File: src/rtl/muldiv_seq.sv
// muldiv_seq: sequences mul/div requests to an external unit, with a fast path for trivial results, a timeout and flush
module muldiv_seq #(
   parameter int TIMEOUT = 64
) (
   input  logic        clk,
   input  logic        nrst,
   input  logic        req_valid,
   output logic        req_ready,
   input  logic [3:0]  req_op,
   input  logic [31:0] req_a,
   input  logic [31:0] req_b,
   input  logic        flush,
   output logic        unit_start,
   output logic        unit_kill,
   output logic [1:0]  unit_operator,
   output logic [1:0]  unit_signed_mode,
   output logic [31:0] unit_op_a,
   output logic [31:0] unit_op_b,
   input  logic        unit_done,
   input  logic [31:0] unit_result,
   output logic        rsp_valid,
   input  logic        rsp_ready,
   output logic [31:0] rsp_result,
   output logic        rsp_err,
   output logic        busy
);
   typedef enum logic [1:0] {IDLE, ISSUE, WAIT, RESP} state_e;
   localparam logic [7:0] LAST = 8'(TIMEOUT - 1);
   state_e      state_q;
   logic [3:0]  op_q;
   logic [31:0] a_q, b_q, res_q, res_d;
   logic        err_q;
   logic [7:0]  cnt_q;
   logic        accept, is_div, is_rem, b_zero, ovf, fast, timeout;
   assign req_ready = ~nrst & (state_q == IDLE) & ~flush;
   assign accept    = req_valid & req_ready;
   assign is_div    = req_op[3:2] == 2'b10;
   assign is_rem    = req_op[3:2] == 2'b11;
   assign b_zero    = req_b == 32'h0;
   assign ovf       = (req_op[1:0] == 2'b01) & (req_a == 32'h8000_0000) & (req_b == 32'hFFFF_FFFF);
   assign fast      = (req_op == 4'b0000) | ((is_div | is_rem) & (b_zero | ovf));
   // Result of a request that never reaches the unit; NOP and the unit path both start from zero
   assign res_d     = ~req_op[3] ? 32'h0 :
                      b_zero ? (is_rem ? req_a : 32'hFFFF_FFFF) :
                      (is_rem ? 32'h0 : 32'h8000_0000);
   assign timeout   = (state_q == WAIT) & (cnt_q == LAST) & ~unit_done;
   assign unit_start = ~nrst & ~flush & (state_q == ISSUE);
   assign unit_kill  = ~nrst & (flush ? (state_q == ISSUE) | (state_q == WAIT) : timeout);
   assign rsp_valid  = ~nrst & ~flush & (state_q == RESP);
   assign busy       = ~nrst & (state_q != IDLE);
   assign unit_operator    = op_q[3:2];
   assign unit_signed_mode = (op_q[1:0] == 2'b01) ? 2'b11 : (op_q[1:0] == 2'b10) ? 2'b10 : 2'b00;
   assign unit_op_a  = a_q;
   assign unit_op_b  = b_q;
   assign rsp_result = res_q;
   assign rsp_err    = err_q;
   // Controller FSM: reset beats flush, flush beats every normal transition
   always_ff @(posedge clk) begin
      if (nrst) begin
         state_q <= IDLE;
         op_q    <= '0;
         a_q     <= '0;
         b_q     <= '0;
         cnt_q   <= '0;
         res_q   <= '0;
         err_q   <= 1'b0;
      end else if (flush) begin
         state_q <= IDLE;
      end else begin
         case (state_q)
            IDLE: if (accept) begin
               op_q    <= req_op;
               a_q     <= req_a;
               b_q     <= req_b;
               res_q   <= res_d;
               err_q   <= 1'b0;
               state_q <= fast ? RESP : ISSUE;
            end
            ISSUE: begin
               cnt_q   <= '0;
               state_q <= WAIT;
            end
            WAIT: begin
               cnt_q <= cnt_q + 8'd1;
               if (unit_done) begin
                  res_q   <= unit_result;
                  err_q   <= 1'b0;
                  state_q <= RESP;
               end else if (cnt_q == LAST) begin
                  res_q   <= '0;
                  err_q   <= 1'b1;
                  state_q <= RESP;
               end
            end
            RESP: if (rsp_ready) state_q <= IDLE;
            default: state_q <= IDLE;
         endcase
      end
   end
endmodule
File: config.mk
export PLATFORM = sky130hd
export DESIGN_NAME = muldiv_seq
export DESIGN_NICKNAME = d
export VERILOG_FILES = /design/src/rtl/muldiv_seq.sv
export SDC_FILE = /design/constraint.sdc
export NUM_CORES = 1
export LEC_CHECK = 0
export CORE_MARGIN = 4
export CORE_UTILIZATION = 40
export DETAILED_ROUTE_END_ITERATION = 10
export GPL_TIMING_DRIVEN = 0
export PLACE_DENSITY = 0.84
export REMOVE_ABC_BUFFERS = 1
export SYNTH_ARGS = -nofsm -noshare
export SYNTH_HDL_FRONTEND = slang
export SYNTH_SLANG_ARGS = --single-unit
File: constraint.sdc
create_clock -name clk -period 3.7 [get_ports clk]
set_input_delay 1.11 -clock clk [delete_from_list [all_inputs] [get_ports clk]]
set_output_delay 1.11 -clock clk [all_outputs]
set_load 0.05 [all_outputs]
==> images/port_trees.png <==
(3 px per um)
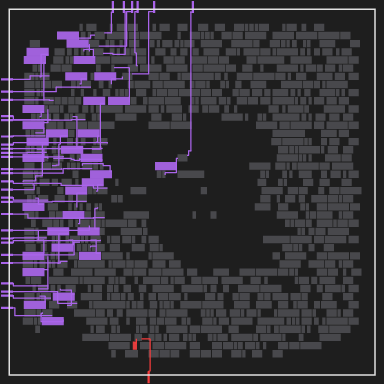
| color | port | bits | direction | edge | end cells | buffers | wire |
|---|---|---|---|---|---|---|---|
| red | `unit_kill` | 1 | output | bottom | 1 | 1 | 16.4 um |
| purple | `unit_op_b` | 32 | output | 26 left, 6 top | 32 | 32 | 1,010 um |
Port Buffer Count: 211
Ports: 212

==> images/m1.png <==
(4 px per um) Supply wires on this layer in gray.
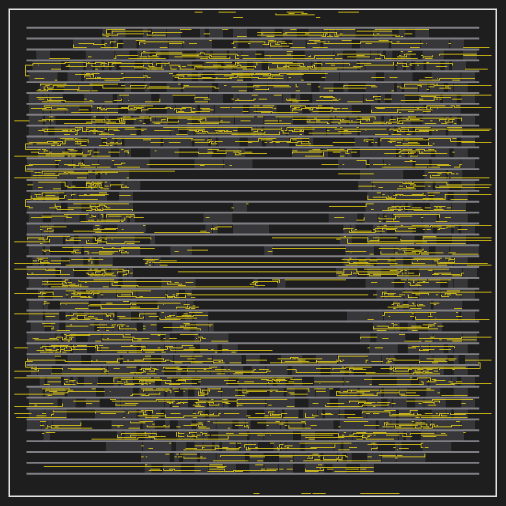
wire length on this layer: 6,920 um
nets with wire on the layer: 806
longest straight run: 49.2 um
main direction: horizontal
share of all routed wire: 41%
routing usage on met1: 27.0%
via count: 5,042
routed wire length: 16,700 um

==> Implementation_results.wiki <==
=== Physical design figures ===
{| class="wikitable"
! Metric !! Value
|-
| Crit path launch type || input port
|-
| CTS-repair resized insts || 14
|-
| Fraction of final layout cells sized beyond drive strength 1 || 12.0%
|-
| WP data arrival || 2.45 ns
|-
| Total global routing track utilization || 22.4%
|-
| Area of the die || 14,700 um^2
|-
| GR Util met3 || 6.67%
|-
| Detailed-router iteration count before antenna repair || 4
|-
| Root Buffer Master || sky130_fd_sc_hd__clkbuf_16
|-
| Sequential share of the synthesized area || 43.2%
|-
| Residual overflow from global routing || 0
|-
| Peak-usage layer in the global routing report || met2
|-
| Insertion delay to the later sink of the worst-skew pair || 0.35 ns
|-
| Initial core utilization || 40.7%
|-
| Cell area after synthesis || 5140 um^2
|-
| Flop and latch count out of synthesis || 111
|-
| Worst setup slack for register-to-register paths || 1.46 ns
|-
| Total of max-cap violations || 0
|-
| Final Cycle Share || 96.2%
|-
| Post-Synthesis Cells || 601
|-
| Type of the worst setup path || input port to output pin
|-
| Post-layout net count || 898
|-
| Hold EP || unit_op_a[14]$_SDFFE_PP0P_
|-
| Routability congestion estimate from global placement || 0.796
|-
| DRC violations left || 0
|-
| Width of the die || 121 um
|-
| Number of hold violations in the final report || 0
|-
| Die Height || 121 um
|-
| Aggregate negative setup slack || 0 ns
|-
| Synthesis Warnings || 0
|-
| Largest area contributor in the netlist || sky130_fd_sc_hd__dfxtp_1
|-
| Reg-to-reg startpoint || state_q[0]$_SDFFE_PP0P_
|-
| Post-layout min period || 3.56 ns
|-
| Clock-pin transition on the worst setup and hold timing paths || 0.06 ns
|-
| Tool Warnings || 29
|-
| Rows || 41
|-
| Post-Synthesis Mean Instance Area || 8.56 um^2
|-
| Worst endpoint required time || 2.59 ns
|-
| DR iter-0 viols || 269
|-
| Area share of the largest cell type after synthesis || 43.2%
|-
| Cells in synth_stat.txt || 601
|-
| Maximum vdd drop || 0.000256 V
|-
| YS chip area || 5140 um^2
|-
| Launch instance of the worst min-delay path || unit_op_a[14]$_SDFFE_PP0P_
|-
| Number of enable flip-flop cells || 0
|-
| Number of sinks handled by clock tree synthesis || 111
|-
| Maximum buffer depth of the clock tree || 2
|-
| Max frequency || 281 MHz
|-
| # H-tree levels || 3
|-
| Launch point of the worst path || nrst
|-
| Proportion of register bits with asynchronous set or reset after synthesis || 0%
|-
| RSZ-0062 raised after global routing || no
|-
| Worst hold path class || flop to flop
|-
| Hold depth || 2
|-
| Run status || complete, no violations
|-
| Post-CTS setup buffer count || 0
|-
| Count of endpoints failing setup in the final report || 0
|-
| Final worst clock skew || 0.00887 ns
|-
| Number of buffers inserted during clock tree synthesis || 9
|-
| Number of slew-limit violations in the final report || 0
|-
| Top cells, area || sky130_fd_sc_hd__dfxtp_1 (43%), sky130_fd_sc_hd__nand2_1 (10%), sky130_fd_sc_hd__a221oi_2 (8.8%)
|-
| Worst Max-Slew Pin Slew || 0.845 ns
|-
| HPWL Detailed || 12,400 um
|-
| Clock tree from TritonCTS || done
|-
| Leak pwr || 2.75 nW
|-
| Antenna violations before repair || 0
|-
| Total power of the final layout || 2.91 mW
|-
| Global-route track usage on met2 || 36.5%
|-
| Number of library cell types mapped by synthesis || 41
|}
==> images/sizing.png <==
(3 px per um)
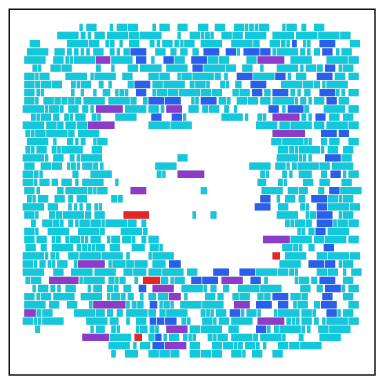
| color | size | cells |
|---|---|---|
| blue | x2 | 69 |
| purple | x6 and larger | 22 |
| red | x3 and x4 | 4 |
| cyan | x1 and smaller | 694 |
nonclk buf count: 220
Final Cell Area: 7720 um^2
signed area change from the synthesized netlist to the final layout: 50.1%
setup ws final: 0.141 ns

## critical path, stage by stage
cell                              delay [ns]
sky130_fd_sc_hd__buf_6                  0.33
sky130_fd_sc_hd__buf_16                 0.33
sky130_fd_sc_hd__nor2_2                 0.10
sky130_fd_sc_hd__and2_1                 0.19
sky130_fd_sc_hd__clkdlybuf4s15_2        0.34
## synthesized netlist by cell type, drive strengths merged, types with 2 or more instances
cell,n
nand4,13
nor4,15
nand3,4
or4,3
nor4b,2
and2,4
xor2,4
clkbuf,27
nand2,142
a2111oi,2
buf,20
xnor2,2
a221oi,32
nor3,36
dfxtp,111
mux2i,3
o21ai,3
nand2b,32
nor2,47
a21oi,70
inv,8
ha,7
or3,2
## metal layers
layer | up-vias | share of wire, %
li1 | 2456 | -
met1 | 2336 | 41
met2 | 214 | 47
met3 | 36 | 8.6
met4 | 0 | 3.2
met5 | - | 0
## report_power, final
part | internal (mW) | total (mW) | switching, mW
logic | 0.249 | 0.616 | 0.367
registers | 1.24 | 1.26 | 0.0231
clock network | 0.609 | 1.03 | 0.424
## cell usage in the layout (no fill, tap or decap), types with 4 or more instances in the layout
cell / instances
sky130_fd_sc_hd__nor2_1: 46
sky130_fd_sc_hd__nand2b_1: 32
sky130_fd_sc_hd__clkbuf_16: 9
sky130_fd_sc_hd__nor3_1: 5
sky130_fd_sc_hd__a21oi_1: 70
sky130_fd_sc_hd__a221oi_2: 30
sky130_fd_sc_hd__nand3_1: 4
sky130_fd_sc_hd__nand4_1: 13
sky130_fd_sc_hd__inv_1: 8
sky130_fd_sc_hd__nor4_1: 15
sky130_fd_sc_hd__dfxtp_1: 111
sky130_fd_sc_hd__ha_1: 7
sky130_fd_sc_hd__nor3_2: 30
sky130_fd_sc_hd__buf_12: 4
sky130_fd_sc_hd__nand2_1: 141
sky130_fd_sc_hd__xor2_1: 4
sky130_fd_sc_hd__clkdlybuf4s50_1: 203
## registers in the layout, summed over array words and instances (netlist names)
signal	cells
state_q	2
cnt_q	8
rsp_err	1
rsp_result	32
op_q	4
unit_op_a	32
unit_op_b	32
## cells by family (layout without fill, tap and decap cells)
kind of cell               after synthesis  after routing  synth area share [%]
buffers and inverters                   55            243                  5.28
adders and majority gates                7              7                  1.70
and+or+nand+nor                        305            305                  30.6
muxes                                    3              3                 0.584
DFF                                    111            111                  43.2
xor gates and xnor gates                 6              6                  1.02
AOI/OAI and AO/OA                      114            114                  17.6
## stage by stage
| step | hold WS, ns | util (%) | area (um^2) | instances | setup slack [ns] |
|---|---|---|---|---|---|
| 4_1_cts | 0.455 | 61.2 | 7720 | 961 | 0.00812 |
| 5_1_grt | 0.468 | 61.2 | 7720 | 961 | 0.0248 |
| 2_1_floorplan | 0.430 | - | 4900 | 554 | -0.0926 |
| 6_report | 0.454 | 61.2 | 7720 | 961 | 0.141 |
| 3_5_place_dp | 0.446 | 58.7 | 7400 | 946 | -0.435 |
| 3_3_place_gp | 0.440 | 57.3 | 7230 | 937 | -4.32 |
## area by class of cell
cell class	instances	area (um^2)
clock buffers	12	246
clock inverters	3	67.6
fillers	1104	4900
inverters	8	30.0
multi-input cells	435	2660
flip-flops and latches	111	2220
well taps	172	215
repair buffers	220	2270
Power figures rest on the tool's default switching activity, not on a simulated workload.
